**src/rtl/regfile_pkg.sv**
```systemverilog
// Shared types and constants for the multi-port register file.
package regfile_pkg;

    localparam int unsigned RF_DATA_W = 32;
    localparam int unsigned RF_ADDR_W = 5;

    typedef enum logic [0:0] {
        ST_INIT = 1'b0,
        ST_RUN  = 1'b1
    } rf_state_e;

    // Low bit of port k inside a packed multi-port vector of lane width w.
    function automatic int unsigned slice_lo(input int unsigned k, input int unsigned w);
        return k * w;
    endfunction

endpackage

```
**src/rtl/regfile_mp_if.sv**
```systemverilog
// Read/write port bundle of the multi-port register file.
interface regfile_mp_if #(
    parameter int unsigned DATA_W = 32,
    parameter int unsigned ADDR_W = 5,
    parameter int unsigned NUM_RD = 2
) ();
    logic [NUM_RD-1:0]        i_rd_en;
    logic [NUM_RD*ADDR_W-1:0] i_rd_addr;
    logic [NUM_RD*DATA_W-1:0] o_rd_data;
    logic                     i_we0;
    logic [ADDR_W-1:0]        i_waddr0;
    logic [DATA_W-1:0]        i_wdata0;
    logic                     i_we1;
    logic [ADDR_W-1:0]        i_waddr1;
    logic [DATA_W-1:0]        i_wdata1;
    logic                     o_ready;

    modport master (
        output i_rd_en, i_rd_addr, i_we0, i_waddr0, i_wdata0, i_we1, i_waddr1, i_wdata1,
        input  o_rd_data, o_ready
    );

    modport slave (
        input  i_rd_en, i_rd_addr, i_we0, i_waddr0, i_wdata0, i_we1, i_waddr1, i_wdata1,
        output o_rd_data, o_ready
    );
endinterface

```
**src/rtl/regfile_rd_port.sv**
```systemverilog
// One registered read port: zero-register masking, optional write bypass (REGFILE_BYPASS_EN).
module regfile_rd_port
    import regfile_pkg::*;
#(
    parameter int unsigned DATA_W   = RF_DATA_W,
    parameter int unsigned ADDR_W   = RF_ADDR_W,
    parameter int unsigned ZERO_REG = 1
) (
    input  logic              i_clk,
    input  logic              i_rst,
    input  logic              i_run,
    input  logic              i_rd_en,
    input  logic [ADDR_W-1:0] i_rd_addr,
    input  logic [DATA_W-1:0] i_mem_data,
`ifdef REGFILE_BYPASS_EN
    input  logic              i_we0,
    input  logic [ADDR_W-1:0] i_waddr0,
    input  logic [DATA_W-1:0] i_wdata0,
    input  logic              i_we1,
    input  logic [ADDR_W-1:0] i_waddr1,
    input  logic [DATA_W-1:0] i_wdata1,
`endif
    output logic [DATA_W-1:0] o_rd_data
);

    logic [DATA_W-1:0] rd_data_c;

    // Port 1 takes priority over port 0 when forwarding, matching array write order.
    always_comb begin
        rd_data_c = i_mem_data;
`ifdef REGFILE_BYPASS_EN
        if (i_we1 && (i_waddr1 == i_rd_addr)) begin
            rd_data_c = i_wdata1;
        end else if (i_we0 && (i_waddr0 == i_rd_addr)) begin
            rd_data_c = i_wdata0;
        end
`endif
        if ((ZERO_REG != 0) && (i_rd_addr == '0)) begin
            rd_data_c = '0;
        end
    end

    always_ff @(posedge i_clk) begin
        if (i_rst || !i_run) begin
            o_rd_data <= '0;
        end else if (i_rd_en) begin
            o_rd_data <= rd_data_c;
        end
    end

endmodule

```
**src/rtl/regfile_mp.sv**
```systemverilog
// Multi-port register file with hardware clear sequencer after reset.
// Optional same-cycle write-to-read forwarding when REGFILE_BYPASS_EN is defined.
module regfile_mp
    import regfile_pkg::*;
#(
    parameter int unsigned DATA_W   = RF_DATA_W,
    parameter int unsigned ADDR_W   = RF_ADDR_W,
    parameter int unsigned NUM_RD   = 2,
    parameter int unsigned ZERO_REG = 1
) (
    input logic         i_clk,
    input logic         i_rst,
    regfile_mp_if.slave bus
);

    localparam int unsigned DEPTH   = 1 << ADDR_W;
    localparam logic [0:0]  INIT    = ST_INIT;
    localparam logic [0:0]  RUN     = ST_RUN;
    localparam logic        ZERO_EN = (ZERO_REG != 0);

    logic [DATA_W-1:0] mem [DEPTH];
    logic [0:0]        state_q;
    logic [0:0]        state_nxt;
    logic [ADDR_W-1:0] init_cnt_q;
    logic              ready_q;
    logic              run_c;
    logic              we0_c;
    logic              we1_c;

    assign run_c = (state_q == RUN) && !i_rst;
    assign we0_c = run_c && bus.i_we0 && !(ZERO_EN && (bus.i_waddr0 == '0));
    assign we1_c = run_c && bus.i_we1 && !(ZERO_EN && (bus.i_waddr1 == '0));

    always_ff @(posedge i_clk) begin
        if (i_rst) begin
            state_q <= INIT;
        end else begin
            state_q <= state_nxt;
        end
    end

    always_comb begin
        state_nxt = state_q;
        case (state_q)
            INIT:    if (init_cnt_q == ADDR_W'(DEPTH - 1)) state_nxt = RUN;
            RUN:     state_nxt = RUN;
            default: state_nxt = INIT;
        endcase
    end

    always_ff @(posedge i_clk) begin
        if (i_rst) begin
            init_cnt_q <= '0;
            ready_q    <= 1'b0;
        end else begin
            ready_q <= (state_nxt == RUN);
            if (state_q == INIT) begin
                init_cnt_q <= init_cnt_q + ADDR_W'(1);
            end
        end
    end

    // Clear sweep during INIT; in RUN port 1 is written last so it wins on a collision.
    always_ff @(posedge i_clk) begin
        if (!i_rst && (state_q == INIT)) begin
            mem[init_cnt_q] <= '0;
        end else begin
            if (we0_c) mem[bus.i_waddr0] <= bus.i_wdata0;
            if (we1_c) mem[bus.i_waddr1] <= bus.i_wdata1;
        end
    end

    assign bus.o_ready = ready_q;

    for (genvar k = 0; k < NUM_RD; k++) begin : g_rd
        localparam int unsigned AOFS = slice_lo(k, ADDR_W);
        localparam int unsigned DOFS = slice_lo(k, DATA_W);

        logic [ADDR_W-1:0] addr;
        logic [DATA_W-1:0] rd_q;

        assign addr = bus.i_rd_addr[AOFS +: ADDR_W];

        regfile_rd_port #(
            .DATA_W   (DATA_W),
            .ADDR_W   (ADDR_W),
            .ZERO_REG (ZERO_REG)
        ) u_rd_port (
            .i_clk      (i_clk),
            .i_rst      (i_rst),
            .i_run      (run_c),
            .i_rd_en    (bus.i_rd_en[k]),
            .i_rd_addr  (addr),
            .i_mem_data (mem[addr]),
`ifdef REGFILE_BYPASS_EN
            .i_we0      (we0_c),
            .i_waddr0   (bus.i_waddr0),
            .i_wdata0   (bus.i_wdata0),
            .i_we1      (we1_c),
            .i_waddr1   (bus.i_waddr1),
            .i_wdata1   (bus.i_wdata1),
`endif
            .o_rd_data  (rd_q)
        );

        assign bus.o_rd_data[DOFS +: DATA_W] = rd_q;
    end

endmodule

```
**src/flat_wrapper.sv**
```systemverilog
// flat-port wrapper written by rule: the top's interface ports become plain ports
module regfile_mp_flat import regfile_pkg::*;
#(
    parameter int unsigned DATA_W   = RF_DATA_W,
    parameter int unsigned ADDR_W   = RF_ADDR_W,
    parameter int unsigned NUM_RD   = 2,
    parameter int unsigned ZERO_REG = 1
)
  (i_clk, i_rst, bus_i_rd_en, bus_i_rd_addr, bus_i_we0, bus_i_waddr0, bus_i_wdata0, bus_i_we1, bus_i_waddr1, bus_i_wdata1, bus_o_rd_data, bus_o_ready);
  regfile_mp_if #(.DATA_W(DATA_W), .ADDR_W(ADDR_W), .NUM_RD(NUM_RD)) bus_i ();
  input logic i_clk;
  input logic i_rst;
  input wire logic [$bits(bus_i.i_rd_en)-1:0] bus_i_rd_en;
  input wire logic [$bits(bus_i.i_rd_addr)-1:0] bus_i_rd_addr;
  input wire logic [$bits(bus_i.i_we0)-1:0] bus_i_we0;
  input wire logic [$bits(bus_i.i_waddr0)-1:0] bus_i_waddr0;
  input wire logic [$bits(bus_i.i_wdata0)-1:0] bus_i_wdata0;
  input wire logic [$bits(bus_i.i_we1)-1:0] bus_i_we1;
  input wire logic [$bits(bus_i.i_waddr1)-1:0] bus_i_waddr1;
  input wire logic [$bits(bus_i.i_wdata1)-1:0] bus_i_wdata1;
  output wire logic [$bits(bus_i.o_rd_data)-1:0] bus_o_rd_data;
  output wire logic [$bits(bus_i.o_ready)-1:0] bus_o_ready;
  assign bus_i.i_rd_en = bus_i_rd_en;
  assign bus_i.i_rd_addr = bus_i_rd_addr;
  assign bus_i.i_we0 = bus_i_we0;
  assign bus_i.i_waddr0 = bus_i_waddr0;
  assign bus_i.i_wdata0 = bus_i_wdata0;
  assign bus_i.i_we1 = bus_i_we1;
  assign bus_i.i_waddr1 = bus_i_waddr1;
  assign bus_i.i_wdata1 = bus_i_wdata1;
  assign bus_o_rd_data = bus_i.o_rd_data;
  assign bus_o_ready = bus_i.o_ready;
  regfile_mp #(.DATA_W(DATA_W), .ADDR_W(ADDR_W), .NUM_RD(NUM_RD), .ZERO_REG(ZERO_REG)) u_core (.i_clk(i_clk), .i_rst(i_rst), .bus(bus_i));
endmodule
```
**config.mk**
```make
export PLATFORM = sky130hd
export DESIGN_NAME = regfile_mp_flat
export DESIGN_NICKNAME = d
export VERILOG_FILES = /design/src/rtl/regfile_pkg.sv /design/src/rtl/regfile_mp_if.sv /design/src/rtl/regfile_rd_port.sv /design/src/rtl/regfile_mp.sv /design/src/flat_wrapper.sv
export SDC_FILE = /design/constraint.sdc
export NUM_CORES = 2
export LEC_CHECK = 0
export CORE_MARGIN = 3
export CORE_UTILIZATION = 40
export CTS_CLUSTER_DIAMETER = 80
export DETAILED_ROUTE_END_ITERATION = 8
export MAX_ROUTING_LAYER = met4
export PLACE_DENSITY = 0.57
export SYNTH_ARGS = -nofsm -noshare
export SYNTH_HDL_FRONTEND = slang
export SYNTH_SLANG_ARGS = --single-unit
```
**constraint.sdc**
```tcl
create_clock -name i_clk -period 5.8 [get_ports i_clk]
set_clock_uncertainty 0.05 [all_clocks]
set_input_delay 0.87 -clock i_clk [delete_from_list [all_inputs] [get_ports i_clk]]
set_output_delay 0.87 -clock i_clk [all_outputs]
set_load 0.01 [all_outputs]
```
Fig. 1: track usage over the die
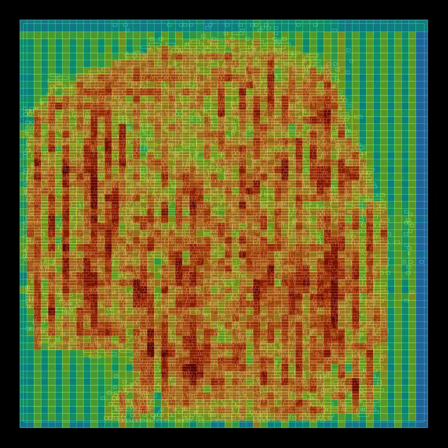
met1 GRT Util: 37.23%
met2 GRT Util: 44.55%

Fig. 2: register map, names as in the netlist
Other sequential cells in the stronger gray, the rest of the logic in the fainter gray.
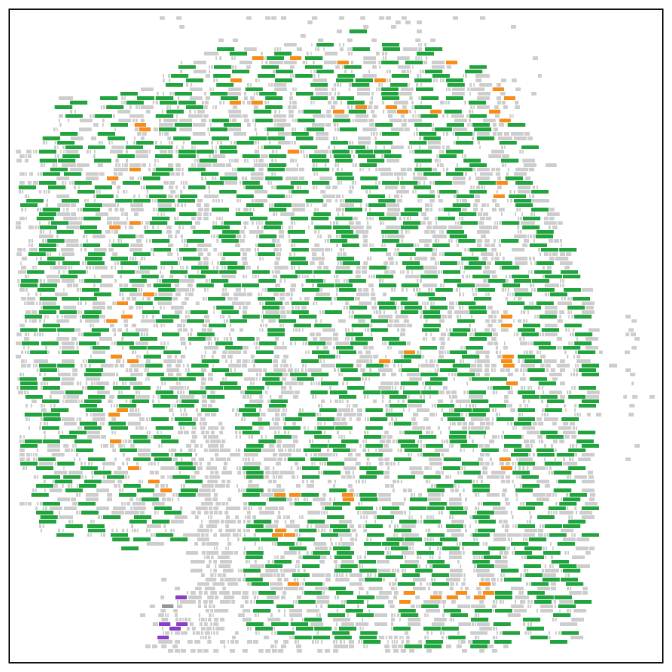
[u_core.init_cnt_q] purple | sequential cells: 5 | where: lower left
[u_core.g_rd.u_rd_port.o_rd_data] orange | sequential cells: 64
[u_core.mem] green | sequential cells: 1024 | where: widely spread

Fig. 3: pin placement
Pins as bars across the die edge, other pins in gray.
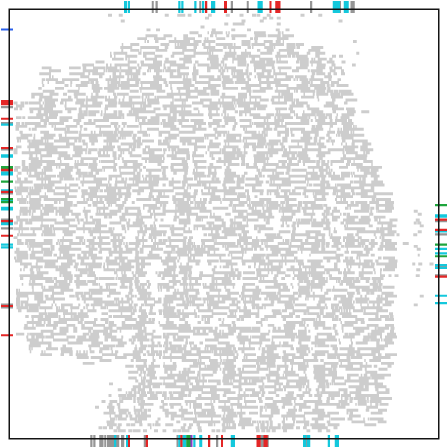
[bus_i_rd_addr] green | pins: 10 | direction: input | edge: 5 left, 3 right, 2 bottom
[i_clk] blue | pins: 1 | direction: input | edge: left
[bus_i_wdata0] red | pins: 32 | direction: input | edge: 11 left, 10 bottom, 8 top, 3 right
[bus_o_rd_data] cyan | pins: 64 | direction: output | edge: 23 top, 19 bottom, 13 left, 9 right
[bus_i_rd_en] purple | pins: 2 | direction: input | edge: bottom
all pins by edge: 56 bottom, 41 top, 39 left, 19 right

Fig. 4: signal wires on met4
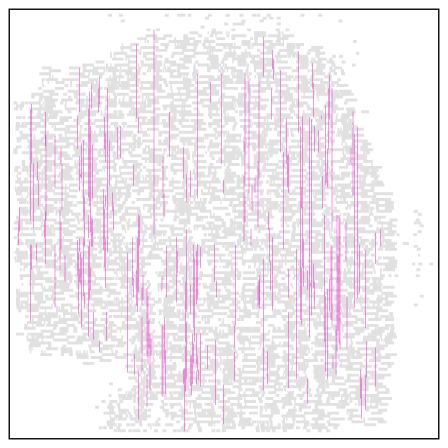
nets with wire on the layer: 119
longest straight run: 203 um
wire length on this layer: 10300 um
main direction: vertical

Fig. 5: clock network drawn from the DEF
The bar under the picture is 100 um long.
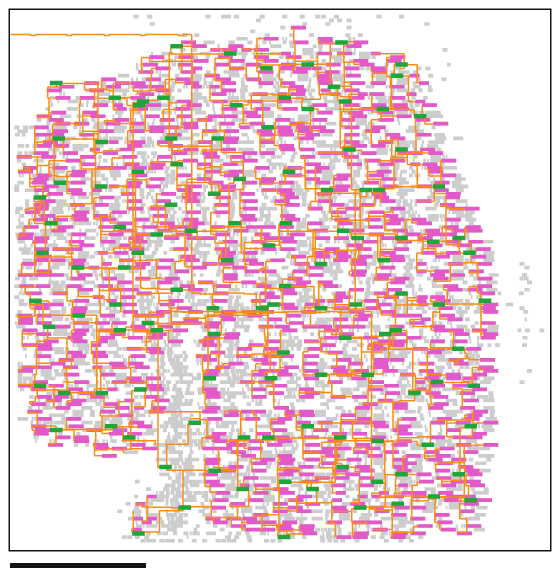
[clock wires] orange | length: 14900 um
[cells driving clock nets] green | count: 120
[flip-flops] magenta | count: 1094
flops lie: widely spread

==> metrics.csv <==
stage;metric;value;unit
detailed_routing;routed_wl;222100;um
synthesis;ys_sh_xor;0.02851;%
grt;antenna_found_initial;1;
finish;area_delta_synth_final;11.38;%
detailed_routing;vias_per_cell;6.281;
cts;post_cts_buffers;0;
synthesis;edf_count;1024;
sta;slew_headroom;8.187;%
critical_path;rr_startpoint;u_core.state_q;
synthesis;simple_gate_area_share;8.387;%
status;outcome;finished clean;
synthesis;top_logic_kind;multiplexers;
place;postPlaceCellArea;64510;um2
grt;grt_pass1_wl;315100;um
power;p_sw_share;23.49;%
sta;tightest_slew;1373;ps
power;pg_seq;8580;uW
sta;hold_viol_final;0;
sta;fin_ws;1816;ps
synthesis;yosys.area.top_type_share;50.05;%
detailed_routing;drt_first_pass_iters;6;
grt;grt_pass1_vias;43782;
cts;post_cts_resized;0;
finish;sh_seq_area;46.98;%
No activity file was given, so power comes from the tool's default toggle rates.
